File: src/rtl/pc_sequencer_pkg.sv
// pkg_cpu: shared opcodes, sequencer state encoding and instruction field slices
package pkg_cpu;
  localparam logic [3:0] OP_NOP  = 4'h0;
  localparam logic [3:0] OP_ALU  = 4'h1;
  localparam logic [3:0] OP_LDI  = 4'h2;
  localparam logic [3:0] OP_JMP  = 4'h3;
  localparam logic [3:0] OP_BZ   = 4'h4;
  localparam logic [3:0] OP_HALT = 4'hF;
  typedef logic [2:0] state_t;
  localparam state_t S_FETCH  = 3'd0;
  localparam state_t S_WAIT   = 3'd1;
  localparam state_t S_DECODE = 3'd2;
  localparam state_t S_EXEC   = 3'd3;
  localparam state_t S_HALTED = 3'd4;
  localparam int OPC_HI = 15;
  localparam int OPC_LO = 12;
  localparam int IMM_HI = 7;
  localparam int IMM_LO = 0;
  function automatic logic is_legal(input logic [3:0] op);
    return op inside {OP_NOP, OP_ALU, OP_LDI, OP_JMP, OP_BZ, OP_HALT};
  endfunction
endpackage

File: src/rtl/pc_sequencer_if.sv
// pc_sequencer_if: instruction-memory fetch handshake (req out, valid/data back)
interface pc_sequencer_if #(parameter int INSTR_W = 16);
  logic imem_req;
  logic imem_valid;
  logic [INSTR_W-1:0] imem_data;
  modport master(output imem_req, input imem_valid, input imem_data);
  modport slave(input imem_req, output imem_valid, output imem_data);
endinterface

File: src/rtl/pc_sequencer_fetch_timer.sv
// fetch_timer: counts WAIT cycles without imem_valid; expire flags the final allowed cycle
// Ports: clk, reset (sync, active-high), clr (zero the count), inc (count one cycle), expire
module fetch_timer #(parameter int LIMIT = 15) (
  input  logic clk,
  input  logic reset,
  input  logic clr,
  input  logic inc,
  output logic expire
);
  logic [7:0] cnt;
  always_ff @(posedge clk)
    if (reset || clr) cnt <= '0;
    else if (inc) cnt <= cnt + 8'd1;
  // The increment that would reach LIMIT is the faulting one, so expire one count early
  assign expire = cnt == 8'(LIMIT - 1);
endmodule

File: src/rtl/pc_sequencer.sv
// pc_sequencer: fetch/decode/execute control FSM for the 8-bit soft processor
// Ports: clk, reset (sync, active-high), stall (freeze), imem (fetch handshake, master side),
//        zero_flag (ALU zero for BZ), pc_en/pc_ld/pc_target (PC control), ir, alu_op,
//        rf_we (register-file write), retired (instruction count), halted, fault
module pc_sequencer
  import pkg_cpu::*;
#(
  parameter int INSTR_W       = 16,
  parameter int FETCH_TIMEOUT = 15,
  parameter int RET_CNT_W     = 16
) (
  input  logic                 clk,
  input  logic                 reset,
  input  logic                 stall,
  input  logic                 zero_flag,
  pc_sequencer_if.master       imem,
  output logic                 pc_en,
  output logic                 pc_ld,
  output logic [7:0]           pc_target,
  output logic [INSTR_W-1:0]   ir,
  output logic [3:0]           alu_op,
  output logic                 rf_we,
  output logic [RET_CNT_W-1:0] retired,
  output logic                 halted,
  output logic                 fault
);
  state_t state, nxt;
  logic fetch_st, wait_st, dec_st, exec_st, go, load, jump, expire;
  assign fetch_st = state == S_FETCH;
  assign wait_st  = state == S_WAIT;
  assign dec_st   = state == S_DECODE;
  assign exec_st  = state == S_EXEC;
  assign go       = !stall;
  assign alu_op   = ir[OPC_HI:OPC_LO];
  assign pc_target = ir[IMM_HI:IMM_LO];
  // imem_valid is only honoured when not stalled
  assign load = (fetch_st || wait_st) && imem.imem_valid && go;
  assign jump = exec_st && go && (alu_op == OP_JMP || (alu_op == OP_BZ && zero_flag));
  assign imem.imem_req = fetch_st || wait_st;
  assign pc_en  = load || jump;
  assign pc_ld  = jump;
  assign rf_we  = exec_st && go && (alu_op == OP_ALU || alu_op == OP_LDI);
  assign halted = state == S_HALTED;
  fetch_timer #(.LIMIT(FETCH_TIMEOUT)) u_timer (
    .clk(clk),
    .reset(reset),
    .clr(fetch_st),
    .inc(wait_st && go && !imem.imem_valid),
    .expire(expire)
  );
  always_comb
    nxt = halted   ? S_HALTED :
          stall    ? state :
          fetch_st ? (imem.imem_valid ? S_DECODE : S_WAIT) :
          wait_st  ? (imem.imem_valid ? S_DECODE : expire ? S_HALTED : S_WAIT) :
          dec_st   ? (is_legal(alu_op) ? S_EXEC : S_HALTED) :
          exec_st  ? (alu_op == OP_HALT ? S_HALTED : S_FETCH) :
                     S_FETCH;
  always_ff @(posedge clk)
    if (reset) begin
      state   <= S_FETCH;
      ir      <= '0;
      retired <= '0;
      fault   <= 1'b0;
    end else begin
      state <= nxt;
      if (load) ir <= imem.imem_data;
      if (exec_st && go) retired <= retired + 1'b1;
      if (go && ((wait_st && !imem.imem_valid && expire) || (dec_st && !is_legal(alu_op))))
        fault <= 1'b1;
    end
endmodule

File: src/flat_wrapper.sv
// flat-port wrapper written by rule: the top's interface ports become plain ports
module pc_sequencer_flat import pkg_cpu::*;
#(
  parameter int INSTR_W       = 16,
  parameter int FETCH_TIMEOUT = 15,
  parameter int RET_CNT_W     = 16
)
  (clk, reset, stall, zero_flag, pc_en, pc_ld, pc_target, ir, alu_op, rf_we, retired, halted, fault, imem_imem_req, imem_imem_valid, imem_imem_data);
  pc_sequencer_if #(.INSTR_W(INSTR_W)) imem_i ();
  input  logic clk;
  input  logic reset;
  input  logic stall;
  input  logic zero_flag;
  output logic pc_en;
  output logic pc_ld;
  output logic [7:0] pc_target;
  output logic [INSTR_W-1:0] ir;
  output logic [3:0] alu_op;
  output logic rf_we;
  output logic [RET_CNT_W-1:0] retired;
  output logic halted;
  output logic fault;
  output wire logic [$bits(imem_i.imem_req)-1:0] imem_imem_req;
  input wire logic [$bits(imem_i.imem_valid)-1:0] imem_imem_valid;
  input wire logic [$bits(imem_i.imem_data)-1:0] imem_imem_data;
  assign imem_imem_req = imem_i.imem_req;
  assign imem_i.imem_valid = imem_imem_valid;
  assign imem_i.imem_data = imem_imem_data;
  pc_sequencer #(.INSTR_W(INSTR_W), .FETCH_TIMEOUT(FETCH_TIMEOUT), .RET_CNT_W(RET_CNT_W)) u_core (.clk(clk), .reset(reset), .stall(stall), .zero_flag(zero_flag), .imem(imem_i), .pc_en(pc_en), .pc_ld(pc_ld), .pc_target(pc_target), .ir(ir), .alu_op(alu_op), .rf_we(rf_we), .retired(retired), .halted(halted), .fault(fault));
endmodule
File: config.mk
export PLATFORM = sky130hd
export DESIGN_NAME = pc_sequencer_flat
export DESIGN_NICKNAME = d
export VERILOG_FILES = /design/src/rtl/pc_sequencer_pkg.sv /design/src/rtl/pc_sequencer_if.sv /design/src/rtl/pc_sequencer_fetch_timer.sv /design/src/rtl/pc_sequencer.sv /design/src/flat_wrapper.sv
export SDC_FILE = /design/constraint.sdc
export NUM_CORES = 1
export LEC_CHECK = 0
export CORE_MARGIN = 2
export CORE_UTILIZATION = 45
export DETAILED_ROUTE_END_ITERATION = 6
export PLACE_DENSITY = 0.79
export SYNTH_ARGS = -nofsm -noshare
export SYNTH_HDL_FRONTEND = slang
export SYNTH_HIERARCHICAL = 1
export SYNTH_SLANG_ARGS = --single-unit
export TNS_END_PERCENT = 5
File: constraint.sdc
create_clock -name clk -period 2.4 [get_ports clk]
set_clock_uncertainty 0.05 [all_clocks]
set_input_delay 0.24 -clock clk [delete_from_list [all_inputs] [get_ports clk]]
set_output_delay 0.24 -clock clk [all_outputs]
set_load 0.005 [all_outputs]
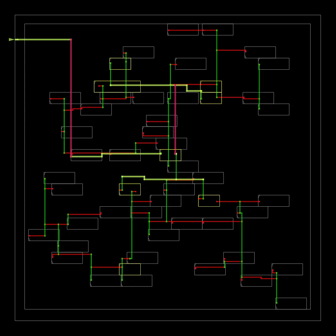
Fig. 1. Clock wiring as the flow saved it.
total number of clock tree sinks: 44
cts bufs inserted: 5

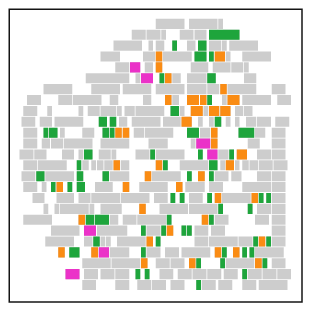
Fig. 2. Gate families picked out.
Drawn at 4 px/µm.
[AND-OR and OR-AND gates] magenta | cells: 7 | most used: o21a_1
[inverting AOI/OAI gates] orange | cells: 41 | most used: a21oi_1
[NAND gates] green | cells: 64 | most used: nand2_1

==> results.cfg <==
; flow metrics
[timing]
rsz0062_at_grt = false
fin_crit_sh = 0.893
tightestPinTransition_ns = 0.434
totalNegativeSetupSlack_ns = 0
timing.max_slew.rel_slack = 0.708

[flow_run]
openroad.warnings = 27

[cts]
postCtsSetupBuffers = 0
ctsHoldBuffers = 0
cts-resized-gates = 0
clock_path_buffers = 2

[detailed_routing]
initialDrtViolationCount = 138
ant_nets = 0

[power]
power_switching_share = 0.226
seq_power_share = 0.489
power.ir.vdd_worst_v = 0.000314

[floorplan]
die_h_um = 72.8

[global_routing]
grt_pass1_vias = 1678
global_route.usage.total = 0.185

[synth]
synth.distinct_cells = 51
ys.flops = 44
synth-area-yosys_mm2 = 0.00213
aoi_share = 0.136

[status]
status = completed

[critical_path]
ff2ff_setup_slack_ns = 0.46
crit_path_max_incr_delay_ns = 0.55
setup.worst_path.class = reg2out
critical_path.startpoint = u_core/state[0]
worstPathCellList = nand4bb_1, nor4_1, clkdlybuf4s50_1

[cells_and_area]
layout.core_utilization = 0.629

[placed_design]
routabilityCongestion = 0.851
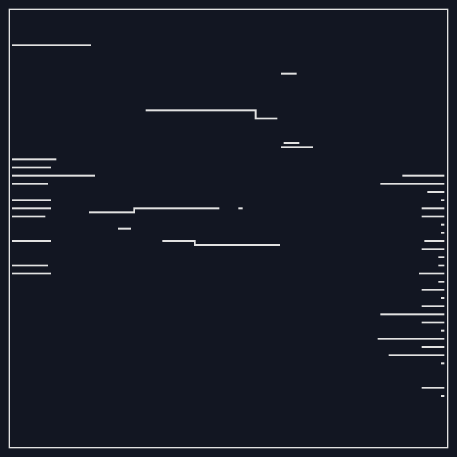
Fig. 3. Signal wires on met3.
Drawn at 6 px/µm.
share of all routed wire: 5.1%
longest straight run: 18.2 µm
nets with wire on the layer: 42
main direction: horizontal
wire length on this layer: 246 µm

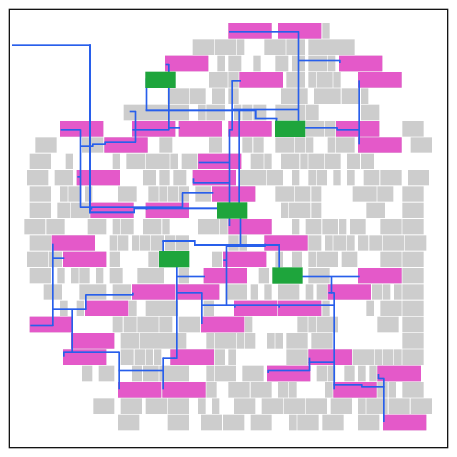
Fig. 4. Clock distribution.
Drawn at 6 px/µm.
[cells driving clock nets] green | count: 5
[flip-flops] magenta | count: 44
[clock wires] blue | length: 531 µm
flops lie: widely spread

## layer usage
| layer | vias to the layer above | share of wire | GRT usage |
|---|---|---|---|
| li1 | 989 | - | - |
| met4 | 0 | 0.0091 | 0.0494 |
| met3 | 4 | 0.051 | 0.0539 |
| met1 | 909 | 0.47 | 0.246 |
| met5 | - | 0 | 0 |
| met2 | 51 | 0.47 | 0.294 |
## registers in the layout, indices dropped and copies added (netlist names)
signal,cells
u_core/retired,16
u_core/ir,16
u_core/state,3
u_core/fault,1
u_core/u_timer/cnt,8
## worst reg2reg max path, stage by stage, from the launching register on
cell and delay, ns:
dfxtp_1 0.40, nor2_1 0.30, and4_1 0.42, nand4_4 0.16, o31a_1 0.32, o21a_1 0.18
## kinds of logic (layout without fill, tap and decap cells)
group,Yosys count,after routing
buffers and inverters,31,90
multiplexers,2,2
flip-flops,44,44
adder cells (fa/ha/maj),3,3
AND/OR/NAND/NOR,114,114
XOR/XNOR,13,13
AND-OR/OR-AND,48,48
## layout by cell type, fill, tap and decap left out, drive strengths merged, types with 2 or more instances in the layout
cell type,n
nand4,10
nor2b,2
nand2,42
nor2,25
a21oi,26
xor2,6
o21ai,6
nor4,5
xnor2,7
buf,6
and3,2
and4,2
nand4b,2
clkbuf,7
o31ai,2
a211oi,2
inv,6
dfxtp,44
clkdlybuf4s50,70
nand3,7
mux2,2
o21a,2
or3,4
ha,3
or2,2
nor3,4
## layout make-up
cell class | instances | area [µm²]
clock buffers | 7 | 96.3
clock inverters | 1 | 30.0
fillers | 397 | 1720
inverters | 6 | 22.5
multi-input cells | 180 | 1070
flip-flops and latches | 44 | 881
well taps | 54 | 67.6
repair buffers | 76 | 746
## through the flow
stage	cells	area, µm²
after floorplan	255	2130
after global placement	360	2790
after detailed placement	360	2790
after CTS	368	2910
after global routing	368	2910
final	368	2910
